--- src/rtl/motoro3_step_sequencer.sv ---
// Commutation step sequencer: 12 steps, each split into 1..4 timed sub-steps.
// Define M3_STEP_DIR_EN to let m3r_dir select reverse stepping.
module motoro3_step_sequencer (
    input  logic        clk,
    input  logic        rst,
    input  logic        m3r_enable,
    input  logic        m3r_dir,
    input  logic [24:0] m3r_stepCNT_speedSET,
    input  logic [1:0]  m3r_stepSplitMax,
    output logic [3:0]  lcStep,
    output logic [1:0]  m3LpwmSplitStep,
    output logic        m3StepTick,
    output logic        m3CycleTick,
    output logic        m3Running
);

    typedef enum logic [1:0] {
        IDLE,
        RUN,
        STOPPING
    } state_t;

    state_t      state, state_nx;
    logic [24:0] cnt;
    logic [24:0] lspeed;
    logic [24:0] speed_clamped;
    logic [1:0]  lsplit;
    logic        active;
    logic        sub_end;
    logic        step_end;
    logic        wrap;
    logic [3:0]  step_nx;
    logic        rev;

    assign speed_clamped = (m3r_stepCNT_speedSET < 25'd2) ? 25'd2
                                                          : m3r_stepCNT_speedSET;
    assign active   = (state != IDLE);
    assign sub_end  = active && (cnt == lspeed - 25'd1);
    assign step_end = sub_end && (m3LpwmSplitStep == lsplit);

`ifdef M3_STEP_DIR_EN
    assign rev = m3r_dir;
`else
    logic unused_dir;
    assign unused_dir = m3r_dir;
    assign rev = 1'b0;
`endif

    // Out-of-range step values collapse to 0 without signalling a cycle wrap.
    always_comb begin
        step_nx = 4'd0;
        wrap    = 1'b0;
        unique case (1'b1)
            (lcStep > 4'd11): begin
                step_nx = 4'd0;
            end
            (rev && lcStep == 4'd0): begin
                step_nx = 4'd11;
                wrap    = 1'b1;
            end
            (rev && lcStep != 4'd0): begin
                step_nx = lcStep - 4'd1;
            end
            (!rev && lcStep == 4'd11): begin
                step_nx = 4'd0;
                wrap    = 1'b1;
            end
            default: begin
                step_nx = lcStep + 4'd1;
            end
        endcase
    end

    always_ff @(posedge clk or posedge rst) begin
        if (rst) state <= IDLE;
        else     state <= state_nx;
    end

    always_comb begin
        state_nx = state;
        case (state)
            IDLE:     if (m3r_enable) state_nx = RUN;
            RUN:      if (!m3r_enable) state_nx = STOPPING;
            STOPPING: begin
                if (m3r_enable)    state_nx = RUN;
                else if (step_end) state_nx = IDLE;
            end
            default:  state_nx = IDLE;
        endcase
    end

    always_ff @(posedge clk or posedge rst) begin
        if (rst) begin
            cnt             <= 25'd0;
            lcStep          <= 4'd0;
            m3LpwmSplitStep <= 2'd0;
            m3StepTick      <= 1'b0;
            m3CycleTick     <= 1'b0;
            m3Running       <= 1'b0;
            lspeed          <= 25'd2;
            lsplit          <= 2'd0;
        end else begin
            m3StepTick  <= 1'b0;
            m3CycleTick <= 1'b0;
            m3Running   <= (state_nx != IDLE);
            if (!active) begin
                if (m3r_enable) begin
                    cnt             <= 25'd0;
                    m3LpwmSplitStep <= 2'd0;
                    lspeed          <= speed_clamped;
                    lsplit          <= m3r_stepSplitMax;
                end
            end else if (sub_end) begin
                cnt    <= 25'd0;
                lspeed <= speed_clamped;
                if (step_end) begin
                    // Split count only changes between steps.
                    m3LpwmSplitStep <= 2'd0;
                    lsplit          <= m3r_stepSplitMax;
                    lcStep          <= step_nx;
                    m3StepTick      <= 1'b1;
                    m3CycleTick     <= wrap;
                end else begin
                    m3LpwmSplitStep <= m3LpwmSplitStep + 2'd1;
                end
            end else begin
                cnt <= cnt + 25'd1;
            end
        end
    end

endmodule

--- config.mk ---
export PLATFORM = sky130hd
export DESIGN_NAME = motoro3_step_sequencer
export DESIGN_NICKNAME = d
export VERILOG_FILES = /design/src/rtl/motoro3_step_sequencer.sv
export SDC_FILE = /design/constraint.sdc
export NUM_CORES = 1
export LEC_CHECK = 0
export CORE_MARGIN = 4
export CORE_UTILIZATION = 43
export DETAILED_ROUTE_END_ITERATION = 10
export DONT_BUFFER_PORTS = 1
export PLACE_DENSITY = 0.58
export SYNTH_ARGS = -nofsm -noshare
export SYNTH_HDL_FRONTEND = slang
export SYNTH_SLANG_ARGS = --single-unit
--- constraint.sdc ---
create_clock -name clk -period 3.81 [get_ports clk]
set_clock_uncertainty 0.15 [all_clocks]
set_input_delay 0.762 -clock clk [delete_from_list [all_inputs] [get_ports clk]]
set_output_delay 0.762 -clock clk [all_outputs]
set_load 0.02 [all_outputs]
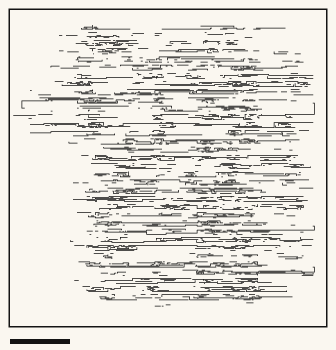
Figure 1: signal wires on met1.
The bar under the picture is 20 um long.
- share of all routed wire: 46%
- nets with wire on the layer: 445
- longest straight run: 30.8 um
- main direction: horizontal
grt met1 use: 0.246
final WL: 9580 um
vias: 3182

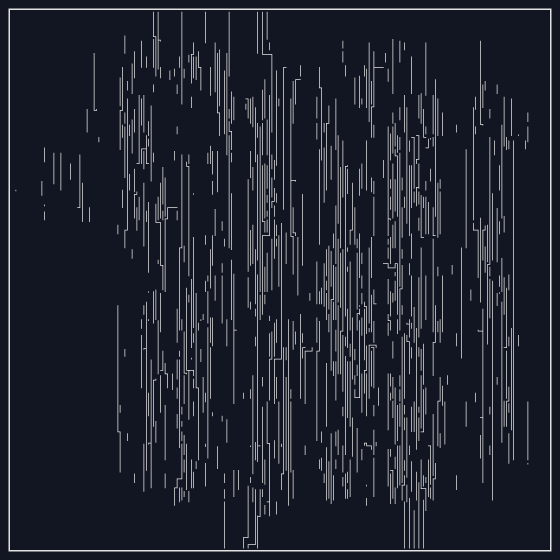
Figure 2: metal 2.
- longest straight run: 61.9 um
- share of all routed wire: 47%
- nets with wire on the layer: 406
- wire length on this layer: 4510 um
- main direction: vertical
met2 usage: 0.286

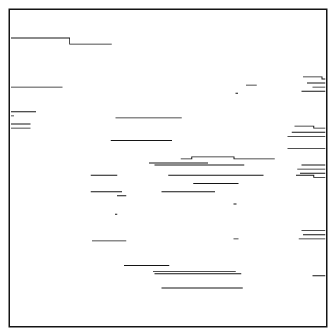
Figure 3: metal 3.
- longest straight run: 31.3 um
- wire length on this layer: 527 um

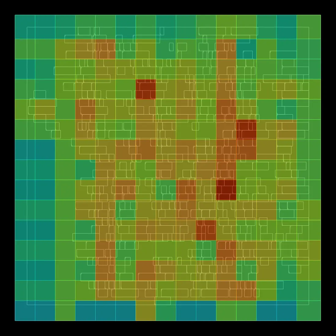
Figure 4: routing congestion map.
Tot GR Track Use: 0.182
WL per Instance: 17.4 um
met3 usage in global routing: 0.0494
Util after Layout: 0.482

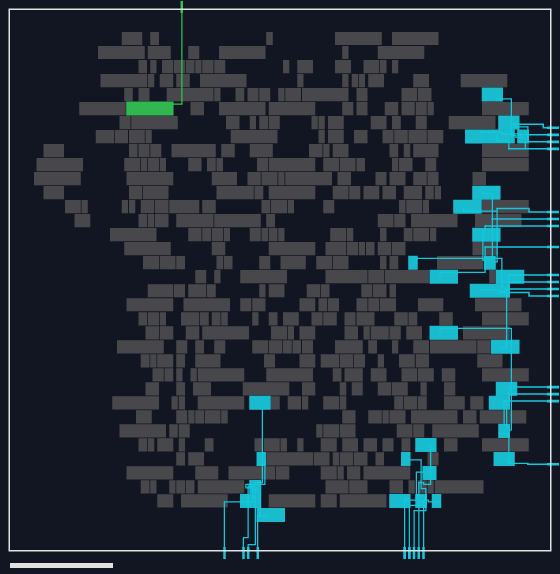
Figure 5: I/O nets highlighted.
The bar under the picture is 20 um long.
- cyan: `m3r_stepCNT_speedSET` (bits 25; direction input; edge 16 right, 9 bottom; end cells 31; buffers 0; wire 506 um)
- green: `m3Running` (bits 1; direction output; edge top; end cells 1; buffers 0; wire 19.7 um)
I/O Buffers: 0
# IOs: 40

==> flow_summary_export.csv <==
group,metric,value,unit
run_status,outcome,"completed",
critical_path,startpoint_type,"flop",
global_route,grt_pass1_vias,3149,
critical_path,worst-r2r-setup-slack,0.17,ns
sta,worstMarginPinSlew,0.765,ns
critical_path,r2r_end,"lspeed[3]",
die,core-area,0.00920,mm^2
die,chipWidth,105,um
die,die-area,0.0110,mm^2
cts,cts_hold_buf,0,
route,antenna_left,0,
route,firstDrtPassIters,4,
cts,cts_resized,0,
sta,worst_slack,0.165,ns
critical_path,worstPathCellList,"inv_1, ha_1, or3b_2, or3_1, a21boi_1, nor4_1, nand4_1, or3_1, a21oi_4, buf_12, mux2_2",
sta,period_used_share,0.957,
critical_path,r2r_cells,11,
critical_path,crit_top_cell,"or3_1",
sta,max-slew-margin-rel,0.489,
layout,final_cell_mix,"62 x dfrtp_1, 35 x nor2_1, 30 x nand2_1",
power_and_ir_drop,p_total,1.88,mW
die,fp_util,0.438,
synth,synthCells,423,
critical_path,cp_data_arrival_time,3.72,ns
job,warnings,27,
place,pre_cts_slack,0.111,ns
global_route,antenna_found_initial,0,
layout,insertedDiodeCount,0,
critical_path,crit_type,"reg2reg",
sta,finalHoldViolCount,0,
synth,ys_warn_count,0,
die,rows,35,
critical_path,cp_slowest_stage_delay,0.50,ns
synth,ys_types,63,
synth,synth_area_per_cell,9.53,um^2
synth,synthesis.area,0.00403,mm^2
critical_path,worst-path-buf-inv,2,
global_route,busiest_layer,"met2",
cts,cts_tree,"yes",
synth,yosys_cells,423,
layout,nFillCells,874,
power_and_ir_drop,p_leak,1.83,nW
cts,cts_buffer_depth,2,
layout,layout_top_cell,"dfrtp_1",
critical_path,end_kind,"flop",
layout,fin_nets,469,
critical_path,worstPathMaxFanout,26,
sta,fin_setup_tns,0,ns
global_route,grt_overflow,0,
cts,clkTransAtPathRegs,0.08,ns
critical_path,crit_family,"simple AND/OR/NAND/NOR gates",
sta,slew_viol_final,0,
hold_path,min_path_type,"in2async",
sta,fmax,274,MHz
sta,layout_min_cycle_time,3.64,ns
synth,synth_top_cell_by_area,"dfrtp_1",
place,dp_hpwl,7210,um
route,vias_per_cell,5.77,
place,gp_congestion,0.826,
critical_path,cp.required,3.88,ns
die,die_height,105,um
power_and_ir_drop,vdd_drop_max,190,uV
cts,root_buffer,"clkbuf_8",
cts,insertion_delay,0.35,ns
synth,synthArstFlopShare,1.00,
synth,top_cell_area_share,0.385,
global_route,grt_max_degree,38,
route,drc,0,
sta,setup_violations,0,
cts,htreeDepth,3,
synth,flop_cell,"dfrtp_1",
synth,area_leaders,"dfrtp_1 38%, xor2_1 5.2%, mux2_4 3.7%",
global_route,grt_pass1_wl,15800,um
synth,yosysSeqAreaShare,0.391,
layout,drive_above_1_share,0.159,
synth,ys_seq_elements,63,
job,maxCapViolations,0,
layout,comb_area,0.00231,mm^2
layout,areaGrowthSynthToFinish,10.1,%
route,drt_iter0_markers,151,
layout,regArea,0.00158,mm^2
power_and_ir_drop,powerDensity,423,mW/mm^2
synth,yosys_area,0.00403,mm^2
critical_path,slowest_stage,"or3b_2",
cts,postCtsSetupBuffers,0,
synth,edf_count,0,
critical_path,reg2reg_from,"lspeed[0]",
cts,cts.sinks,63,
synth,fp_nets,457,
cts,numCtsBuffers,9,
sta,rsz0062_at_grt,"no",
[cell families (layout without fill, tap and decap cells)]
kind of cell	count (synthesis)	after routing	synth area share
adders and majority gates	3	3	0.00931
xor gates and xnor gates	43	43	0.101
AOI/OAI and AO/OA	67	67	0.122
muxes	27	27	0.0835
and+or+nand+nor	187	187	0.257
DFF	63	63	0.391
buffers and inverters	33	50	0.0363
[metrics by stage]
stage,hold slack [ns],utilization,std cells,instance area (um^2)
2_1_floorplan,0.346,-,423,4030
3_3_place_gp,0.359,0.463,535,4250
4_1_cts,0.290,0.481,551,4430
5_1_grt,0.334,0.482,551,4440
6_report,0.273,0.482,551,4440
3_5_place_dp,0.373,0.463,535,4250
[cells in the mapped netlist, drive strengths merged (3+ instances only)]
library cell   n
mux2          23
a21oi          9
nor3b          7
xor2          24
mux2i          4
xnor2         17
nand2b         4
nand3b         7
nor4          18
nand3         16
nand4          8
and4           3
and2           4
dfrtp         62
buf            9
nor2          35
ha             3
inv           13
a2111oi        3
clkbuf        11
a211o          3
o211ai         8
nand2         30
or3            7
and3           8
nor2b          5
o21ai         16
or2            5
nor3          18
or4            7
[state kept, by name (all words and copies together) (netlist names)]
name and cells:
lsplit 2, m3LpwmSplitStep 2, m3Running 1, m3StepTick 1, lcStep 4, m3CycleTick 1, cnt 25, state 2
lspeed 25
[routing by layer]
metal / vias up / wire length, um
met5: - / 0
met4: 0 / 100
met3: 7 / 526
met2: 66 / 4510
met1: 1535 / 4450
li1: 1574 / -
[where the power goes]
group | internal [mW] | switching, mW
clock network | 0.235 | 0.285
logic | 0.251 | 0.244
registers | 0.747 | 0.116
[layout make-up]
cell class / count / share of cell area
sequential: 63 / 0.356
inverter: 13 / 0.0110
tap: 111 / 0.0313
multi-input combinational: 327 / 0.522
clock inverter: 7 / 0.0113
clock buffer: 9 / 0.0279
timing repair buffer: 21 / 0.0412
[worst max-delay path by stage]
stage | start | endpoint | slack, ns | cells after the start
after floorplan | lspeed[0] | lspeed[11] | 0.34 | 12
after global placement | lspeed[0] | cnt[12] | 0.10 | 12
after detailed placement | lspeed[0] | cnt[12] | 0.11 | 12
after CTS | lspeed[0] | cnt[12] | 0.09 | 12
after global routing | lspeed[0] | lspeed[22] | 0.005 | 11
final | lspeed[0] | lspeed[3] | 0.17 | 11
Power and IR drop assume default switching activity.
